===== src/rtl/sisc_exec_ctrl.sv =====
// sisc_exec_ctrl: multi-cycle control FSM, 32-bit ALU with {C,N,V,Z} status
// and branch-target adder for the SISC processor.
module sisc_exec_ctrl (
   input  logic        clk,
   input  logic        rst_f,
   input  logic [31:0] instr,
   input  logic [31:0] rega,
   input  logic [31:0] regb,
   input  logic [3:0]  stat,
   input  logic [15:0] pc_out,
   output logic [31:0] alu_out,
   output logic [3:0]  alu_sts,
   output logic        stat_en,
   output logic [15:0] br_addr,
   output logic        rf_we,
   output logic        wb_sel,
   output logic        rb_sel,
   output logic        br_sel,
   output logic        pc_rst,
   output logic        pc_write,
   output logic        pc_sel,
   output logic        ir_load,
   output logic [1:0]  alu_op
);
   typedef enum logic [2:0] {
      START0, START1, FETCH, DECODE, EXECUTE, MEM, WRITEBACK, HALT
   } state_t;

   localparam logic [3:0] OP_REG = 4'h1;
   localparam logic [3:0] OP_IMM = 4'h2;
   localparam logic [3:0] OP_BRA = 4'h4;
   localparam logic [3:0] OP_BRR = 4'h5;
   localparam logic [3:0] OP_BNE = 4'h6;
   localparam logic [3:0] OP_BNR = 4'h7;
   localparam logic [3:0] OP_HLT = 4'hF;

   localparam logic [3:0] F_ADD = 4'h1;
   localparam logic [3:0] F_SUB = 4'h2;
   localparam logic [3:0] F_NOT = 4'h3;
   localparam logic [3:0] F_OR  = 4'h4;
   localparam logic [3:0] F_AND = 4'h5;
   localparam logic [3:0] F_XOR = 4'h6;
   localparam logic [3:0] F_SHL = 4'h7;
   localparam logic [3:0] F_SHR = 4'h8;
   localparam logic [3:0] F_ROL = 4'h9;
   localparam logic [3:0] F_ROR = 4'hA;

   state_t      state_q, state_d;
   logic [3:0]  opcode, mm;
   logic        is_reg, is_pos_br, is_neg_br, cond_hit, br_taken, br_rel;
   logic [1:0]  reg_alu_op;

   assign opcode     = instr[31:28];
   assign mm         = instr[27:24];
   assign is_reg     = (opcode == OP_REG) || (opcode == OP_IMM);
   assign reg_alu_op = (opcode == OP_IMM) ? 2'b01 : 2'b00;
   assign is_pos_br  = (opcode == OP_BRA) || (opcode == OP_BRR);
   assign is_neg_br  = (opcode == OP_BNE) || (opcode == OP_BNR);
   assign br_rel     = (opcode == OP_BRR) || (opcode == OP_BNR);
   assign cond_hit   = |(mm & stat);
   assign br_taken   = (is_pos_br && ((mm == 4'h0) || cond_hit)) ||
                       (is_neg_br && (mm != 4'h0) && !cond_hit);

   always_ff @(posedge clk or negedge rst_f) begin
      if (!rst_f) state_q <= START0;
      else        state_q <= state_d;
   end

   always_comb begin
      state_d  = state_q;
      pc_rst   = 1'b0;
      ir_load  = 1'b0;
      pc_write = 1'b0;
      pc_sel   = 1'b0;
      br_sel   = 1'b0;
      rf_we    = 1'b0;
      stat_en  = 1'b0;
      alu_op   = 2'b00;
      case (state_q)
         START0: begin
            pc_rst  = 1'b1;
            state_d = START1;
         end
         START1: state_d = FETCH;
         FETCH: begin
            ir_load  = 1'b1;
            pc_write = 1'b1;
            state_d  = DECODE;
         end
         DECODE: begin
            pc_write = br_taken;
            pc_sel   = br_taken;
            br_sel   = br_taken && br_rel;
            state_d  = (opcode == OP_HLT) ? HALT : EXECUTE;
         end
         EXECUTE: begin
            alu_op  = is_reg ? reg_alu_op : 2'b00;
            stat_en = is_reg;
            state_d = MEM;
         end
         MEM: begin
            alu_op  = is_reg ? reg_alu_op : 2'b00;
            state_d = WRITEBACK;
         end
         WRITEBACK: begin
            alu_op  = is_reg ? reg_alu_op : 2'b00;
            rf_we   = is_reg;
            state_d = FETCH;
         end
         HALT:    state_d = HALT;
         default: state_d = START0;
      endcase
   end

   assign rb_sel = 1'b0;
   assign wb_sel = 1'b0;

   logic [31:0] op_b;
   logic [32:0] add_r, sub_r;
   logic [63:0] rol_w, ror_w;
   logic [4:0]  sh;
   logic        c_flag, v_flag;

   // Reserved alu_op codes fall back to regb.
   assign op_b  = (alu_op == 2'b01) ? {{16{instr[15]}}, instr[15:0]} : regb;
   assign sh    = op_b[4:0];
   assign add_r = {1'b0, rega} + {1'b0, op_b};
   assign sub_r = {1'b0, rega} + {1'b0, ~op_b} + 33'd1;
   assign rol_w = {rega, rega} << sh;
   assign ror_w = {rega, rega} >> sh;

   always_comb begin
      alu_out = rega;
      c_flag  = 1'b0;
      v_flag  = 1'b0;
      case (instr[27:24])
         F_ADD: begin
            alu_out = add_r[31:0];
            c_flag  = add_r[32];
            v_flag  = (rega[31] == op_b[31]) && (add_r[31] != rega[31]);
         end
         F_SUB: begin
            alu_out = sub_r[31:0];
            c_flag  = sub_r[32];
            v_flag  = (rega[31] != op_b[31]) && (sub_r[31] != rega[31]);
         end
         F_NOT:   alu_out = ~rega;
         F_OR:    alu_out = rega | op_b;
         F_AND:   alu_out = rega & op_b;
         F_XOR:   alu_out = rega ^ op_b;
         F_SHL:   alu_out = rega << sh;
         F_SHR:   alu_out = rega >> sh;
         F_ROL:   alu_out = rol_w[63:32];
         F_ROR:   alu_out = ror_w[31:0];
         default: alu_out = rega;
      endcase
   end

   assign alu_sts = {c_flag, alu_out[31], v_flag, alu_out == 32'h0};
   assign br_addr = br_sel ? pc_out + instr[15:0] : instr[15:0];

   logic unused_ok;
   assign unused_ok = ^{instr[23:16], rol_w[31:0], ror_w[63:32], op_b[31:5]};
endmodule


===== config.mk =====
export PLATFORM = sky130hd
export DESIGN_NAME = sisc_exec_ctrl
export DESIGN_NICKNAME = d
export VERILOG_FILES = /design/src/rtl/sisc_exec_ctrl.sv
export SDC_FILE = /design/constraint.sdc
export NUM_CORES = 1
export LEC_CHECK = 0
export ABC_AREA = 1
export CORE_ASPECT_RATIO = 0.5
export CORE_MARGIN = 3
export CORE_UTILIZATION = 25
export DETAILED_ROUTE_END_ITERATION = 8
export GPL_ROUTABILITY_DRIVEN = 0
export PLACE_DENSITY = 0.4
export SLEW_MARGIN = 20
export SYNTH_ARGS = -nofsm -noshare
export SYNTH_HDL_FRONTEND = slang
export SYNTH_SLANG_ARGS = --single-unit

===== constraint.sdc =====
create_clock -name clk -period 7.2 [get_ports clk]
set_clock_uncertainty 0.05 [all_clocks]
set_input_delay 1.8 -clock clk [delete_from_list [all_inputs] [get_ports clk]]
set_output_delay 1.8 -clock clk [all_outputs]
set_load 0.1 [all_outputs]

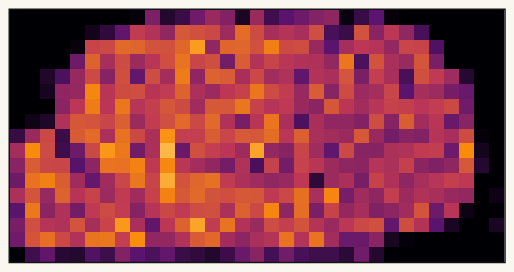
(run_1/cell_density.png)
Drawn at 1.5 px/µm. 33 x 17 tiles, from black (low) to pale yellow (high), 0 to 100% covered.
nearly empty tiles: 16%
fullest tile: 85%
mean over tiles: 38%
tiles over 75% full: 1.6%

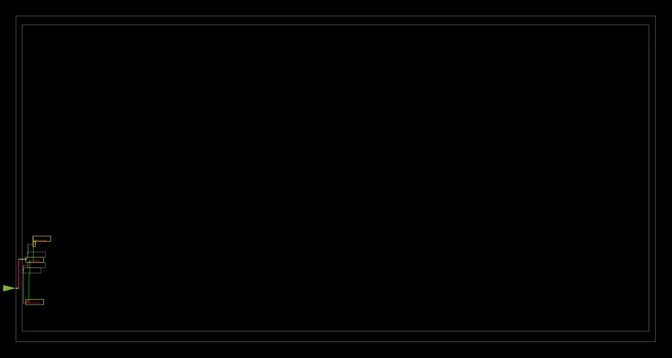
(run_1/clocks.png)
Clk power: 0.0880 mW
clk sink count: 3
Clk Latency, worst-skew pair: 0.22 ns

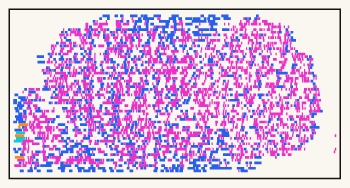
(run_1/placement_by_type.png)
Drawn at 1 px/µm.
| color | class | cells | share of their area |
|---|---|---|---|
| magenta | combinational and other logic | 2539 | 63% |
| cyan | flops | 3 | 0.35% |
| orange | clock drivers and dummy loads | 4 | 0.37% |
| blue | other buffers and delay cells | 836 | 36% |

==> results.txt, run 1 <==
Synth async-reset ratio - 1.00
Register share of the cell area - 0.00340
Cell kind with the greatest summed area - multi-input combinational cells
Hold Buf Count CTS - 0
Failing checks - negative setup slack
Fin cells - 4072
Critical path type - primary input to primary output
Status - finished with violations
Most used cells in the layout excluding fill and tap cells - 888 x nand2_1, 632 x buf_4, 474 x nand3_1
CTS tree - done
Count of multi-input gates - 2243
Yosys Chip Area - 0.0131 mm²
H-tree levels - 1
Clock Path Buffers - 2
Top-count cell post-synth - nand2_1
Slew headroom - 0.347
Final setup vio count - 1
End of the worst register-to-register path - state_q[1]$_DFF_PN0_
Highest-count logic cell in the final layout - nand2_1
Cell Rows - 58
Power per cell area - 132 mW/mm²
Final setup margin - -0.0820 ns
Hold crit path type - flip-flop to flip-flop
Fin crit share - 1.01
Seq/Total Area, Yosys - 0.00574
Crit-path cells - clkbuf_4 > inv_8 > nand2_8 > nor2_8 > buf_8 > nand3_1 > and2_4 > inv_4 > buf_4 > buf_4 > nor2_1 > inv_1 > nor2_1 > o21ai_1 > o21ai_1 > nor2_1 > nand4_1 > nor2_1 > nand2_1 > nor2_1 > nand2_1 > nor2_4 > buf_12
-- run 1: logic make-up after synthesis --
family	synth area share
AND/OR/NAND/NOR	0.564
buffers and inverters	0.142
AND-OR/OR-AND	0.177
adder cells (fa/ha/maj)	0.103
XOR/XNOR	0.00736
flip-flops	0.00574
other	0.000287
-- run 1: power breakdown --
group / switching (mW) / total, mW / internal (mW)
Sequential: 0.0119 / 0.0375 / 0.0257
Clock: 0.0150 / 0.0880 / 0.0731
Combinational: 1.70 / 2.78 / 1.09
Total: 1.72 / 2.91 / 1.19
-- run 1: through the flow --
step                       util  cell area [µm²]
after CTS                 0.428            21800
after detailed placement  0.406            20700
after floorplan               -            13300
after global routing      0.434            22100
final                     0.434            22100
after global placement    0.406            20700
==> run_1/io_placement.png <==
Drawn at 1.5 px/µm. Pins as bars across the die edge, other pins in gray.
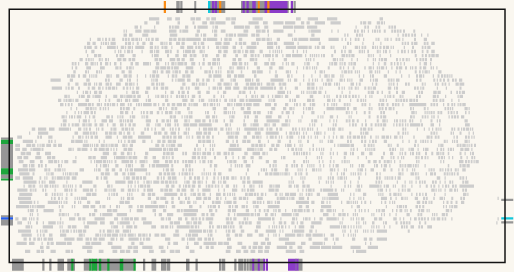

==> run 1 -> run 2 <==
MAX_ROUTING_LAYER = met4   (was not set)
clock period = 7.23 ns   (was 7.2 ns; I/O delays follow)
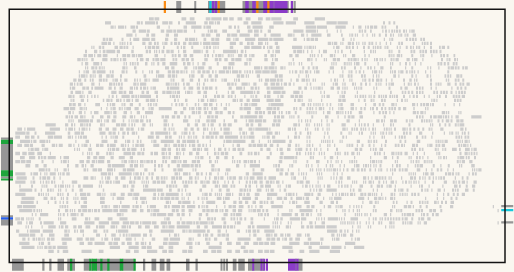
(run_2/io_placement.png)
Drawn at 1.5 px/µm. Pins as bars across the die edge, other pins in gray.
| color | port | pins | direction | edge |
|---|---|---|---|---|
| green | br_addr | 16 | output | 10 south, 6 west |
| cyan | alu_op | 2 | output | 1 north, 1 east |
| orange | alu_sts | 4 | output | north |
| blue | rf_we | 1 | output | west |
| purple | alu_out | 32 | output | 22 north, 10 south |
Die H: 168 µm
Die Wd: 330 µm
PortBufs: 169

==> results.txt, run 2 <==
Pint - 1.18 mW (-0.69%)
Synth async-reset ratio - 1.00 (unchanged)
Fin cells - 4064 (-0.20%)
Layout Nets - 3600
Slew headroom - 0.342 (-0.00429)
Hold Buf Count CTS - 0 (unchanged)
Power per cell area - 132 mW/mm² (about the same)
Clk Latency, worst-skew pair - 0.23 ns (about the same)
Global-route wire length before repair - 124000 µm
Sw Share - 0.595 (+0.00308)
Die Area - 0.0553 mm²
Synth mux share - 0 (unchanged)
Clock Path Buffers - 2 (unchanged)
H-tree levels - 1 (unchanged)
Dominant comb cell - simple AND/OR/NAND/NOR gates
Worst-path clk slew - 0.03 ns
End of the worst register-to-register path - state_q[1]$_DFF_PN0_
Gate power share - 0.957 (about the same)
Seq/Total Area, Yosys - 0.00574 (unchanged)
Placeable Area - 0.0509 mm²
Ys Warns - 0
P_seq - 0.0375 mW (about the same)
Yosys simple share - 0.564 (unchanged)
Post-synthesis adder-cell area fraction - 0.103 (unchanged)
Clock Power Share - 0.030 (about the same)
Final setup margin - -0.107 ns (-0.0251 ns)
Failing checks - negative setup slack
Largest net degree at the start of global routing - 65
Clk power - 0.0887 mW (+0.8%)
Cell Rows - 58 (unchanged)
Status - finished with violations
Critical path type - primary input to primary output
Biggest consumer - combinational logic
GRT Resource Usage Total - 0.304
Post-DP HPWL - 71600 µm
Comb group - 2.78 mW (about the same)
Hold crit path type - flip-flop to flip-flop
Most used cells in the layout excluding fill and tap cells - 870 x nand2_1, 632 x buf_4, 476 x nand3_1
Final setup vio count - 2 (+1)
Post-Synth AOI/OAI Area - 0.177 (unchanged)
CP Launch Point - instr[31]
Clk sink count - 3 (unchanged)
Fin crit share - 1.01
Net Sw Power - 1.73 mW (+0.58%)
Delay-heaviest family, CP - simple AND/OR/NAND/NOR gates
Xor/xnor share - 0.00736 (unchanged)
Top-count cell post-synth - nand2_1
CTS tree - done
RSZ-0062 raised after global routing - yes
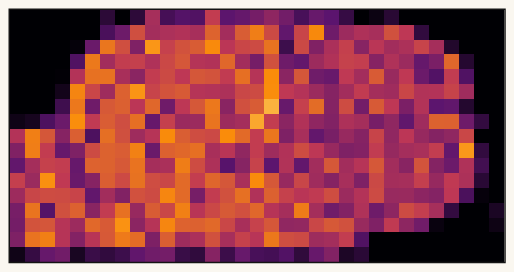
(run_2/cell_density.png)
Drawn at 1.5 px/µm. 33 x 17 tiles, from black (low) to pale yellow (high), 0 to 100% covered.
nearly empty tiles: 16%
mean over tiles: 39%
fullest tile: 83%
emptiest ninth of the die: south-east

[run 2: cell counts after synthesis]
No cell type changed its count.
[run 2: stage by stage]
| stage | util | instance area, µm² |
|---|---|---|
| final | 0.434 | 22100 |
| after global routing | 0.434 | 22100 |
| after CTS | 0.427 | 21700 |
| after detailed placement | 0.402 | 20500 |
| after global placement | 0.402 | 20500 |
| after floorplan | - | 13300 |
[run 2: what timing repair did]
item | in CTS | in global routing
setup buffers | 26 | 9
endpoints found under the hold margin | 0 | 0
gates cloned | 1 | 2
endpoints found under the setup margin | 36 | 25
pin swaps | 75 | 51
gates resized | 269 | 107
[run 2: cell type report]
type                            count  area share
Clock buffer                        4     0.00356
Inverter                          296      0.0519
Multi-Input combinational cell   2245       0.566
Sequential cell                     3     0.00339
Tap cell                          690      0.0390
Timing Repair Buffer              826       0.336
==> run_2/clocks.png <==
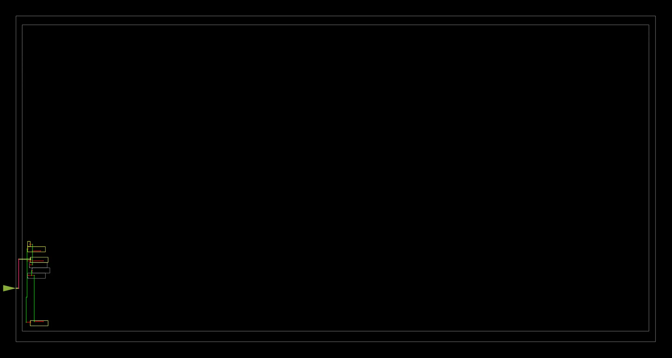

==> run 2 -> run 3 <==
MAX_ROUTING_LAYER = not set   (was met4)
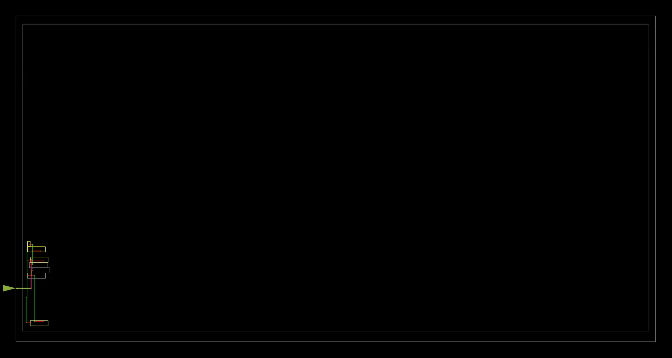
(run_3/clocks.png)
cts bufs inserted: 3
Clk Latency, worst-skew pair: 0.23 ns
# clk buffers: 4
Seq cells: 3
Clk power: 0.0887 mW

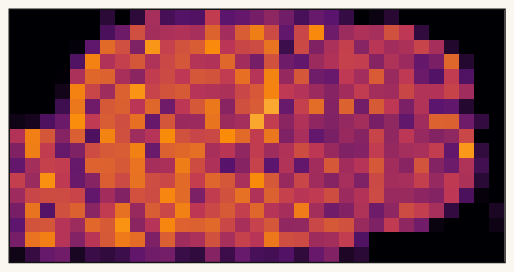
(run_3/cell_density.png)
Drawn at 1.5 px/µm. 33 x 17 tiles, from black (low) to pale yellow (high), 0 to 100% covered.
fullest tile: 81%
tiles over 75% full: 1.4%
nearly empty tiles: 16%
mean over tiles: 38%

==> results.txt, run 3 <==
Status - finished with violations
Failing checks - negative setup slack
Yosys simple share - 0.564 (unchanged)
Power per cell area - 132 mW/mm² (about the same)
Layout Nets - 3599 (-0.028%)
Clock Path Buffers - 2 (unchanged)
Post-DP HPWL - 71600 µm (unchanged)
Most used cells in the layout excluding fill and tap cells - 870 x nand2_1, 631 x buf_4, 476 x nand3_1
End of the worst register-to-register path - state_q[1]$_DFF_PN0_
Synth async-reset ratio - 1.00 (unchanged)
Xor/xnor share - 0.00736 (unchanged)
H-tree levels - 1 (unchanged)
GRT Resource Usage Total - 0.295 (-0.00877)
Area post-placement - 0.0205 mm² (unchanged)
Final setup vio count - 2 (unchanged)
Die Wd - 330 µm (unchanged)
Global-route wire length before repair - 124000 µm (-0.12%)
CP Launch Point - instr[15]
Comb group - 2.78 mW (about the same)
Final Core Density - 0.434 (about the same)
CTS tree - done
Net Sw Power - 1.73 mW (about the same)
Worst-path clk slew - 0.03 ns (about the same)
Biggest consumer - combinational logic
Dominant comb cell - simple AND/OR/NAND/NOR gates
Post-synthesis adder-cell area fraction - 0.103 (unchanged)
Fin cells - 4063 (-0.025%)
Synth mux share - 0 (unchanged)
Clk sink count - 3 (unchanged)
Sw Share - 0.595 (about the same)
Hold crit path type - flip-flop to flip-flop
Pint - 1.18 mW (about the same)
Fin crit share - 1.01 (-0.00303)
PortBufs - 169 (unchanged)
Hold Buf Count CTS - 0 (unchanged)
Post-Synth AOI/OAI Area - 0.177 (unchanged)
Critical path type - primary input to primary output
P_seq - 0.0375 mW (about the same)
Die H - 168 µm (unchanged)
Top-count cell post-synth - nand2_1
Final setup margin - -0.0851 ns (+0.0219 ns)
Clock Power Share - 0.030 (about the same)
Die Area - 0.0553 mm² (unchanged)
Placeable Area - 0.0509 mm² (unchanged)
Slew headroom - 0.333 (-0.00890)
Delay-heaviest family, CP - simple AND/OR/NAND/NOR gates
Largest net degree at the start of global routing - 65 (unchanged)
Cell area after layout - 0.0221 mm² (about the same)
Seq/Total Area, Yosys - 0.00574 (unchanged)
Cell Rows - 58 (unchanged)
## run 3: cells by family after synthesis
kind of cell / count (synthesis)
AND/OR/NAND/NOR: 1717
buffers and inverters: 440
AND-OR/OR-AND: 405
adder cells (fa/ha/maj): 107
XOR/XNOR: 11
flip-flops: 3
other: 1
## run 3: layout make-up
cell class	instances	area share
flip-flops and latches	3	0.00340
inverters	296	0.0520
repair buffers	825	0.336
clock buffers	4	0.00357
well taps	690	0.0391
multi-input cells	2245	0.566
## run 3: routing by layer
metal,track usage,wire [µm]
met5,0,46
met4,0.0553,1970
met3,0.0721,8980
met2,0.428,34100
met1,0.438,40100
## run 3: timing repair
action,4_1_cts,5_1_grt
pin swaps,75,48
setup endpoints to repair,36,25
buffers inserted,26,8
endpoints found under the hold margin,0,0
cloned,1,2
gates resized,269,106
Power and IR drop assume default switching activity.
